--- config.mk ---
export PLATFORM = sky130hd
export DESIGN_NAME = exotiny_wb_arb
export DESIGN_NICKNAME = d
export VERILOG_FILES = /design/src/rtl/exotiny_wb_arb.sv
export SDC_FILE = /design/constraint.sdc
export NUM_CORES = 1
export LEC_CHECK = 0
export CAP_MARGIN = 20
export CORE_AREA = 3 3 105 107
export DETAILED_ROUTE_END_ITERATION = 6
export DIE_AREA = 0 0 108 110
export GPL_TIMING_DRIVEN = 0
export RECOVER_POWER = 100
export SLEW_MARGIN = 20
export SYNTH_ARGS = -nofsm -noshare
export SYNTH_HDL_FRONTEND = slang
export SYNTH_SLANG_ARGS = --single-unit
--- constraint.sdc ---
create_clock -name clk_i -period 3.4 [get_ports clk_i]
set_input_delay 0.68 -clock clk_i [delete_from_list [all_inputs] [get_ports clk_i]]
set_output_delay 0.68 -clock clk_i [all_outputs]
set_load 0.02 [all_outputs]
--- src/rtl/exotiny_wb_arb.sv ---
// Two-master (imem/dmem) to one-slave Wishbone-classic arbiter with ack watchdog.
// Optional macro EXOTINY_ARB_RR_EN selects round-robin instead of fixed dmem>imem priority.
module exotiny_wb_arb #(
   parameter int AW      = 32,
   parameter int DW      = 32,
   parameter int TIMEOUT = 255
) (
   input  logic            clk_i,
   input  logic            rst_i,
   input  logic            imem_stb_i,
   input  logic [AW-1:0]   imem_adr_i,
   output logic [DW-1:0]   imem_rdat_o,
   output logic            imem_ack_o,
   input  logic            dmem_stb_i,
   input  logic            dmem_we_i,
   input  logic [DW/8-1:0] dmem_be_i,
   input  logic [AW-1:0]   dmem_adr_i,
   input  logic [DW-1:0]   dmem_wdat_i,
   output logic [DW-1:0]   dmem_rdat_o,
   output logic            dmem_ack_o,
   output logic            err_o,
   output logic            mem_stb_o,
   output logic            mem_we_o,
   output logic [DW/8-1:0] mem_be_o,
   output logic [AW-1:0]   mem_adr_o,
   output logic [DW-1:0]   mem_wdat_o,
   input  logic [DW-1:0]   mem_rdat_i,
   input  logic            mem_ack_i
);

   localparam int CW = (TIMEOUT > 0) ? $clog2(TIMEOUT + 1) : 1;
   localparam logic [CW-1:0] CNT_LAST = CW'((TIMEOUT > 0) ? TIMEOUT - 1 : 0);

   typedef enum logic [1:0] {IDLE, GNT_I, GNT_D} state_t;

   state_t        r_state;
   state_t        w_next;
   logic [CW-1:0] r_cnt;
   logic          w_stb;
   logic          w_tmo;
   logic          w_pick_d;

   assign imem_rdat_o = mem_rdat_i;
   assign dmem_rdat_o = mem_rdat_i;

`ifdef EXOTINY_ARB_RR_EN
   logic r_last_d;

   // On a tie the master that did not win last time gets the bus.
   assign w_pick_d = dmem_stb_i && (!imem_stb_i || !r_last_d);

   always_ff @(posedge clk_i) begin
      if (rst_i) begin
         r_last_d <= 1'b0;
      end else if (r_state == IDLE && w_next != IDLE) begin
         r_last_d <= (w_next == GNT_D);
      end
   end
`else
   assign w_pick_d = dmem_stb_i;
`endif

   always_comb begin
      w_stb = 1'b0;
      if (r_state == GNT_I) w_stb = imem_stb_i;
      if (r_state == GNT_D) w_stb = dmem_stb_i;
   end

   // A real ack in the last watchdog cycle wins, and an abort suppresses the timeout.
   assign w_tmo = (TIMEOUT > 0) && (r_state != IDLE) && w_stb && !mem_ack_i &&
                  (r_cnt == CNT_LAST);

   always_comb begin
      w_next     = r_state;
      mem_stb_o  = 1'b0;
      mem_we_o   = 1'b0;
      mem_be_o   = '0;
      mem_adr_o  = '0;
      mem_wdat_o = '0;
      imem_ack_o = 1'b0;
      dmem_ack_o = 1'b0;
      err_o      = 1'b0;
      case (r_state)
         IDLE: begin
            if (w_pick_d)        w_next = GNT_D;
            else if (imem_stb_i) w_next = GNT_I;
         end
         GNT_I: begin
            mem_stb_o  = imem_stb_i && !w_tmo;
            mem_be_o   = '1;
            mem_adr_o  = imem_adr_i;
            imem_ack_o = imem_stb_i && (mem_ack_i || w_tmo);
            err_o      = w_tmo;
            if (!imem_stb_i || mem_ack_i || w_tmo) w_next = IDLE;
         end
         GNT_D: begin
            mem_stb_o  = dmem_stb_i && !w_tmo;
            mem_we_o   = dmem_we_i;
            mem_be_o   = dmem_be_i;
            mem_adr_o  = dmem_adr_i;
            mem_wdat_o = dmem_wdat_i;
            dmem_ack_o = dmem_stb_i && (mem_ack_i || w_tmo);
            err_o      = w_tmo;
            if (!dmem_stb_i || mem_ack_i || w_tmo) w_next = IDLE;
         end
         default: w_next = IDLE;
      endcase
      if (rst_i) begin
         mem_stb_o  = 1'b0;
         imem_ack_o = 1'b0;
         dmem_ack_o = 1'b0;
         err_o      = 1'b0;
      end
   end

   always_ff @(posedge clk_i) begin
      if (rst_i) begin
         r_state <= IDLE;
         r_cnt   <= '0;
      end else begin
         r_state <= w_next;
         r_cnt   <= (r_state != IDLE && w_next != IDLE) ? r_cnt + CW'(1) : '0;
      end
   end

endmodule

Fig. 1: run 1, M1 wires
The bar under the picture is 20 um long.
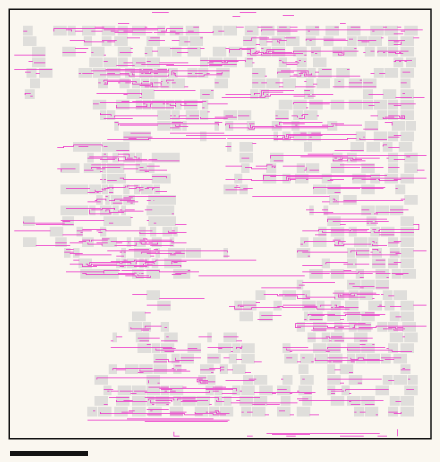
nets with wire on the layer: 549
main direction: horizontal
wire length on this layer: 3820 um
share of all routed wire: 37%
longest straight run: 41.4 um
GR Layer Usage met1: 18.29%
total routed wirelength: 10280 um
via total after detailed routing: 2481

Fig. 2: run 1, signal wires on met2
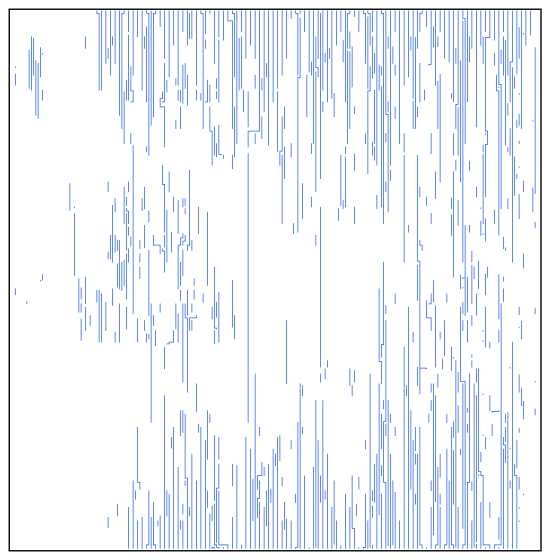
share of all routed wire: 54%
longest straight run: 54.7 um
nets with wire on the layer: 525
main direction: vertical

==> Changelog: implementation, run 1 <==
### Implementation results

- Hold worst-path end: r_cnt[0]
- Vias/cell: 3.938
- Number of core rows: 37
- Gr usage total: 15.36%
- Tcrit/Tclk final: 93.52%
- Largest cells by area: buf_4 26%, a22oi_1 13%, nor2b_1 12%, and2_1 11%, dfxtp_1 11%
- Synth top area share: 26.12%
- Port Buffers: 242
- Total die area: 11880 sq um
- Dominant register cell in the synthesized netlist: dfxtp_1
- CTS tree: done
- Cell breakdown of the critical path: inv_1, ha_1, clkbuf_2, clkbuf_1, a22oi_1, nor2b_1, dlygate4sd3_1
- Layout Nets: 640
- Final design instance area without fill: 4457 sq um
- Smallest hold slack: 0.5149 ns
- Startpoint of the most critical hold path: r_cnt[0]
- Share of final-layout standard cells stronger than drive strength 1: 14.57%
- Area post-placement: 4432 sq um
- Count of cell types in the netlist: 30
- Slew @ Worst Pin: 1.007 ns
- Portion of the post-synthesis area used by sequential elements: 10.88%
- Kind of critical path: flop to primary output
- Initial antenna violation count: 0
- Last weighted congestion value of the routability-driven placer: 0.8152
- Run status: finished, final reports clean
- Cell Count, Final, Fillers Out: 630
- Required time reported for the critical path endpoint: 2.72 ns
- Post-synthesis async set-or-reset flop share: 0%
- Tally of max-capacitance violations: 0
- Hold buffer count at cts: 0
- Final hold violation count: 0
- Kind of cell adding the most delay to the critical path: buffers and inverters
- Setup WS pre-CTS: -0.06223 ns
- Root buffer cell: clkbuf_8
- Reg-to-reg setup timing slack: 0.92 ns
- Worst slew slack as a fraction of its limit: 32.16%
- Fmax: 314.5 MHz
- Yosys stat area: 1839 sq um
- Min setup slack post-route: 0.2203 ns
- Min-Delay Path Class: flop to flop
- Crit path buffers/inverters: 4
- Maximum fanout along the worst path: 10
- Wire length of the first global-routing pass: 14120 um
- Core region area: 10230 sq um
- Slowest cell on the critical path: dlygate4sd3_1
- Placed cells: 628
- Antenna Cells: 0
- Top-count cell post-synth: buf_4
- Count of tool warnings: 30
- Cell count listed in synth_stat.txt: 250
- Depth of the worst register-to-register path: 6
- Warnings, synthesis: 0
- Die H: 110 um
- Drt drc: 0
- Static Leakage: 1.869 nW
- Worst path arrival time: 2.50 ns
- Initial DRC count: 71
- Number of nets with antenna violations after detailed routing: 0
- Post-synthesis instance total: 250
- Summed instance area of the synthesized netlist: 1839 sq um
- Syn nets: 394
- Number of setup buffers added after CTS: 0
- RR Startpoint: r_state[0]
- Min Tclk post-route: 3.180 ns
- Startpoint class of the critical path: flop
- Reg-to-Reg End: r_state[0]
- Maximum number of pins on one net before global-route repair: 11
- Cell Pwr Density: 177.9 nW/um^2
- GR Overflow Total: 0
- Area overhead of the layout relative to synthesis: 142.3%
- Total iterations of the first detailed-routing run: 4
- Worst stage delay on the critical path: 0.70 ns
- Number of global-route vias before repair: 2320
- Biggest area consumer among synthesized cells: buf_4
- H-tree depth reported by CTS: 1
- Top post-synthesis cells by count: 64 x buf_4, 36 x nor2b_1, 33 x and2_1
- Final Core Density: 43.56%
- Clock transition time at the flip-flop clock pins of the worst setup and hold paths: 0.04 ns
- Final Max Slew Viols: 0
- Number of ports placed on the die boundary: 275
- Endpoint type of the worst setup path: primary output
- Mean post-synth cell area: 7.357 sq um
- Flops out of synthesis: 10
- Unrepaired setup endpoints after global routing: no
- Number of synthesized flops with an enable pin: 0
- Worst hold path depth: 1
- WL per Instance: 16.32 um
- Maximum number of buffers from clock root to sink: 2
- Die X-Extent: 108 um
- Max IR drop VDD: 0.1996 mV
- # setup viols final: 0
- Core Util at FP: 17.98%
- Hpwl dp: 9019 um
Fig. 3: run 1, the metal 3 layer
The bar under the picture is 20 um long.
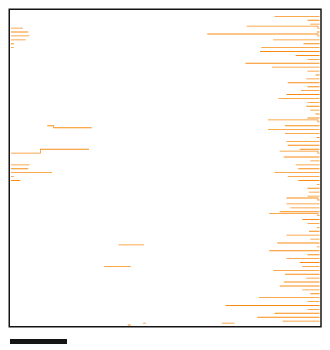
longest straight run: 38.4 um
nets with wire on the layer: 95
main direction: horizontal
wire length on this layer: 900 um
share of all routed wire: 8.8%

Fig. 4: run 1, the clock network
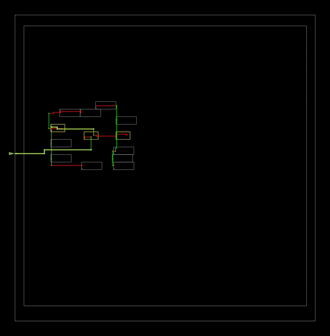
power attributed to the clock group: 115 uW
Clock Sinks: 10
TritonCTS Buffers: 3
clock skew after layout: 0.001711 ns
later-pin clock latency in the skew report: 0.23 ns

[run 1: layout make-up]
| type | count | area (sq um) |
|---|---|---|
| sequential | 10 | 200.2 |
| inverter | 4 | 15.01 |
| buffer | 79 | 548.0 |
| timing repair buffer | 242 | 2419 |
| tap | 136 | 170.2 |
| multi-input combinational | 156 | 1064 |
| clock buffer | 3 | 41.29 |
| fill | 1040 | 5774 |
[run 1: worst max-delay path by stage]
stage / from / end / slack [ns] / depth (start not counted)
final: r_state[1] / mem_adr_o[10] / 0.22 / 7
after global routing: r_state[1] / mem_adr_o[1] / 0.03 / 7
after CTS: r_state[0] / mem_adr_o[7] / 0.10 / 6
after detailed placement: dmem_stb_i / dmem_ack_o / -0.06 / 6
after global placement: dmem_stb_i / err_o / -0.05 / 5
after floorplan: r_state[0] / err_o / 0.67 / 5
[run 1: registers in the layout, indices dropped and copies added (netlist names)]
signal   count
r_cnt        8
r_state      2
[run 1: through the flow]
step,power (mW),setup TNS (ns)
2_1_floorplan,0.3997,0
3_3_place_gp,0.7109,-0.06126
3_5_place_dp,0.7152,-0.1117
4_1_cts,0.8362,0
5_1_grt,0.8469,0
6_report,0.7927,0
[run 1: worst register-to-register path, stage by stage, from the launching register on]
cell and delay, ns:
dfxtp_1 0.40, inv_1 0.11, ha_1 0.22, buf_6 0.15
a2111o_1 0.46, o21ai_0 0.82, o21ai_0 0.17
[run 1: logic make-up after synthesis]
logic type / count (synthesis) / synth area share [%]
simple gates: 97 / 31.02
buf+inv: 84 / 30.68
compound gates: 46 / 19.93
flops: 10 / 10.88
xor+xnor: 6 / 2.858
fa+ha+maj: 6 / 4.082
mux: 1 / 0.5442
[run 1: power breakdown]
| group | leakage [nW] | internal [mW] | switching (mW) |
|---|---|---|---|
| Clock | 0.0216 | 0.0768 | 0.0383 |
| Sequential | 0.0809 | 0.120 | 0.00223 |
| Combinational | 1.77 | 0.315 | 0.241 |
[run 1: cells in the final DEF (no fill, tap or decap), drive strengths merged, types with 2 or more instances in the layout]
| master | Yosys | final |
|---|---|---|
| dlygate4sd2 | 0 | 3 |
| a22oi | 32 | 32 |
| ha | 6 | 6 |
| nor3 | 11 | 11 |
| nor2 | 4 | 4 |
| xor2 | 3 | 3 |
| inv | 4 | 4 |
| buf | 69 | 65 |
| nor4b | 2 | 2 |
| clkbuf | 11 | 17 |
| xnor2 | 3 | 3 |
| nor2b | 36 | 36 |
| nand2 | 6 | 6 |
| clkdlybuf4s50 | 0 | 115 |
| a21oi | 4 | 4 |
| o21ai | 3 | 3 |
| nand3 | 4 | 4 |
| dfxtp | 10 | 10 |
| dlygate4sd3 | 0 | 124 |
| and2 | 33 | 33 |
[run 1: routing by layer]
metal | track usage (%) | wire [um]
met1 | 18.29 | 3816
met2 | 28.46 | 5517
met3 | 4.485 | 900
met4 | 1.172 | 47
met5 | 0 | 0
[run 1: timing repair]
action / CTS / global route
pin swaps: 0 / 0
hold endpoints to repair: 0 / 0
resized: 3 / 4
setup endpoints to repair: 3 / 30
==> run 2, diff against run 1 <==
--- a/config.mk
+++ b/config.mk
@@ -9,7 +9,7 @@
 export CORE_AREA = 3 3 105 107
 export DETAILED_ROUTE_END_ITERATION = 6
 export DIE_AREA = 0 0 108 110
-export GPL_TIMING_DRIVEN = 0
+export HOLD_SLACK_MARGIN = 0.1
 export RECOVER_POWER = 100
 export SLEW_MARGIN = 20
 export SYNTH_ARGS = -nofsm -noshare
Fig. 5: run 2, sizing map
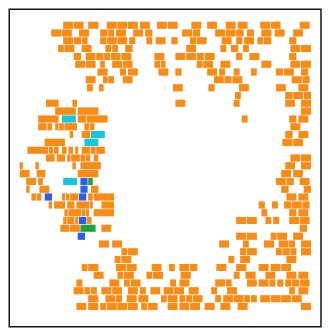
| size | color | cells | share |
|---|---|---|---|
| x6 and larger | cyan | 4 | 1.1% |
| x2 | green | 2 | 0.56% |
| x3 and x4 | blue | 6 | 1.7% |
| x1 and smaller | orange | 347 | 97% |
total of plain and repair buffers excluding clock buffers: 185
final design instance area without fill: 3301 sq um
area overhead of the layout relative to synthesis: 79.46%
min setup slack post-route: 0.1453 ns

==> run 2 against run 1 <==
Effect of this change: wire length shrank 17%; critical path depth shrank 1; final cell count shrank 21%; sequential share of layout area grew 1.6 points; worst hold slack gained 0.014 ns; sequential cell count is the same; design area shrank 26%; worst setup slack lost 0.075 ns; non-clock buffer count shrank 136; sequential power is essentially flat; area after synthesis is the same; utilization shrank 11 points; largest power group unchanged; highest routed layer unchanged.
==> Changelog: implementation, run 2 <==
### Implementation results

- Summed instance area of the synthesized netlist: 1839 sq um (unchanged)
- Core region area: 10230 sq um (unchanged)
- Most numerous logic cell after layout: clkdlybuf4s50_1
- Share of final-layout standard cells stronger than drive strength 1: 3.343% (-11 points)
- Kind of critical path: primary input to primary output
- Flip-flop count of the largest register, all copies and words added: 8 (unchanged)
- Maximum fanout along the worst path: 5 (-5)
- Number of setup buffers added after CTS: 0 (unchanged)
- Dominant register cell in the synthesized netlist: dfxtp_1
- Warnings, synthesis: 0 (unchanged)
- Fmax: 307.2 MHz (-2.3%)
- Port Buffers: 178 (-26%)
- Flops out of synthesis: 10 (unchanged)
- Top library cells by usage in the layout, fill and taps aside: 110 x clkdlybuf4s50_1, 65 x dlygate4sd3_1, 36 x nor2b_1, 33 x and2_1, 32 x a22oi_1
- Initial antenna violation count: 0 (unchanged)
- Min-Delay Path Class: flop to flop
- Number of synthesized flops with an enable pin: 0 (unchanged)
- Synth top area share: 26.12% (unchanged)
- Worst slew slack as a fraction of its limit: 25.88% (-6.3 points)
- Number of core rows: 37 (unchanged)
- Post-synthesis instance total: 250 (unchanged)
- Number of global-route vias before repair: 1904 (-18%)
- # setup viols final: 0 (unchanged)
- Area post-placement: 3297 sq um (-26%)
- Wire length of the first global-routing pass: 11410 um (-19%)
- Core Util at FP: 17.98% (unchanged)
- Final hold violation count: 0 (unchanged)
- Initial DRC count: 127 (+79%)
- Later-pin clock latency in the skew report: 0.23 ns (about the same)
- Min Tclk post-route: 3.255 ns (+0.07506 ns)
- Slowest cell on the critical path: dlygate4sd3_1
- Portion of the post-synthesis area used by sequential elements: 10.88% (unchanged)
- Required time reported for the critical path endpoint: 2.72 ns (about the same)
- Run status: finished, final reports clean
- Yosys stat area: 1839 sq um (unchanged)
- Layout Nets: 504 (-21%)
- Clock transition time at the flip-flop clock pins of the worst setup and hold paths: 0.05 ns (about the same)
- Total die area: 11880 sq um (unchanged)
- Static Leakage: 1.297 nW (-31%)
- Number of ports placed on the die boundary: 275 (unchanged)
- Number of nets with antenna violations after detailed routing: 0 (unchanged)
- Post-synthesis async set-or-reset flop share: 0% (unchanged)
- Top flop regs: r_cnt: 8 flops, r_state: 2 flops
- # fillers: 1071 (+3.0%)
- Combinational gate area: 1047 sq um (-1.5%)
- Slew @ Worst Pin: 1.100 ns (+0.09326 ns)
- Storage cell area: 200.2 sq um (unchanged)
- WL per Instance: 17.16 um (+5.1%)
- Biggest area consumer among synthesized cells: buf_4
- Antenna Cells: 0 (unchanged)
- Vias/cell: 4.133 (+5.0%)
- Root buffer cell: clkbuf_8
- Maximum number of buffers from clock root to sink: 2 (unchanged)
- Maximum number of pins on one net before global-route repair: 42 (+31)
- Top-count cell post-synth: buf_4
- Count of cell types in the netlist: 30 (unchanged)
- H-tree depth reported by CTS: 1 (unchanged)
- Last weighted congestion value of the routability-driven placer: 0.7669 (-5.9%)
- Reg with most FFs: r_cnt
- Max IR drop VDD: 0.2102 mV (+5.3%)
- Largest cells by area: buf_4 26%, a22oi_1 13%, nor2b_1 12%, and2_1 11%, dfxtp_1 11%
- GR Overflow Total: 0 (unchanged)
- Total routed wirelength: 8492 um (-17%)
- Syn nets: 394 (unchanged)
- Startpoint class of the critical path: primary input
- Top post-synthesis cells by count: 64 x buf_4, 36 x nor2b_1, 33 x and2_1
- Gr usage total: 12.15% (-3.2 points)
- Tcrit/Tclk final: 95.73% (+2.2 points)
- Die X-Extent: 108 um (unchanged)
- Clock Sinks: 10 (unchanged)
- Unrepaired setup endpoints after global routing: no
- Hpwl dp: 7005 um (-22%)
- Drt drc: 0 (unchanged)
- TritonCTS Buffers: 3 (unchanged)
- Total power after layout: 649.7 uW (-18%)
- Cell count listed in synth_stat.txt: 250 (unchanged)
- CTS tree: done
- Endpoint type of the worst setup path: primary output
- Worst stage delay on the critical path: 0.76 ns (+0.06 ns)
- Clock skew after layout: 0.001946 ns (+0.0002351 ns)
- Tally of max-capacitance violations: 0 (unchanged)
- Worst path arrival time: 2.57 ns (+0.07 ns)
- Cell Pwr Density: 196.8 nW/um^2 (+11%)
- Die H: 110 um (unchanged)
- Total negative slack for setup checks: 0 ns (unchanged)
- Smallest hold slack: 0.5291 ns (+0.01429 ns)
- Final Max Slew Viols: 0 (unchanged)
- Cell breakdown of the critical path: clkdlybuf4s50_1, a21o_1, nand2_1, nor2_1, nor4b_1, dlygate4sd3_1
- Count of tool warnings: 30 (unchanged)
- Total iterations of the first detailed-routing run: 4 (unchanged)
- Mean post-synth cell area: 7.357 sq um (unchanged)
- Via total after detailed routing: 2046 (-18%)
Fig. 6: run 2, the metal 3 layer
The bar under the picture is 20 um long.
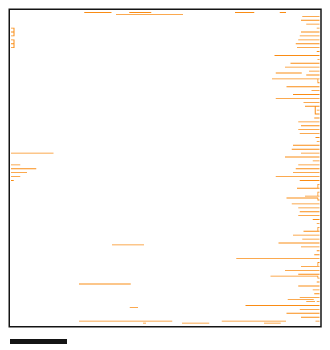
wire length on this layer: 744 um
main direction: horizontal
share of all routed wire: 8.8%

-- run 2: cell counts after synthesis --
Identical to the previous run, type by type.
-- run 2: final timing paths --
path              slack [ns]  cells past startpoint  startpoint   endpoint
hold reg to reg         0.53                      1    r_cnt[0]   r_cnt[0]
setup / recovery        0.15                      6  imem_stb_i  mem_stb_o
hold / removal          0.53                      1    r_cnt[0]   r_cnt[0]
setup reg to reg        0.98                      7  r_state[1]   r_cnt[0]
-- run 2: where the power goes --
part	switching (mW)	internal (mW)
Sequential	0.00227	0.119
Clock	0.0452	0.102
Combinational	0.165	0.216
Total	0.212	0.437
-- run 2: through the flow --
stage	std cells	util [%]	setup WS, ns
finish	495	32.26	0.1453
global placement	491	32.22	0.04920
global route	495	32.26	0.03917
CTS	495	32.76	0.009386
detailed placement	491	32.22	0.01785
floorplan	250	-	0.6716
-- run 2: logic make-up after synthesis --
logic type | Yosys count | share of synthesized area, %
compound gates | 46 | 19.93
buf+inv | 84 | 30.68
fa+ha+maj | 6 | 4.082
mux | 1 | 0.5442
simple gates | 97 | 31.02
flops | 10 | 10.88
xor+xnor | 6 | 2.858
-- run 2: area by class of cell --
class | count | area share [%]
multi-input combinational | 156 | 31.73
sequential | 10 | 6.065
tap | 136 | 5.155
timing repair buffer | 185 | 54.93
inverter | 4 | 0.4549
clock buffer | 4 | 1.668
-- run 2: worst max-delay path: cells and delay by family --
| kind | cells | cell delay, ns |
|---|---|---|
| compound gates | 1 | 0.20 |
| buf+inv | 2 | 1.27 |
| simple gates | 3 | 0.42 |
-- run 2: metal layers --
layer | GRT usage [%] | wire length (um) | vias up
li1 | - | - | 995
met1 | 14.73 | 3339 | 926
met2 | 22.25 | 4360 | 119
met3 | 2.970 | 744 | 6
met4 | 1.713 | 48 | 0
met5 | 0 | 0 | -
-- run 2: timing repair --
item | 4_1_cts | 5_1_grt
hold buffers | 0 | 0
resized | 0 | 3
endpoints found under the setup margin | 0 | 3
Power is estimated from default activity; no workload was simulated.
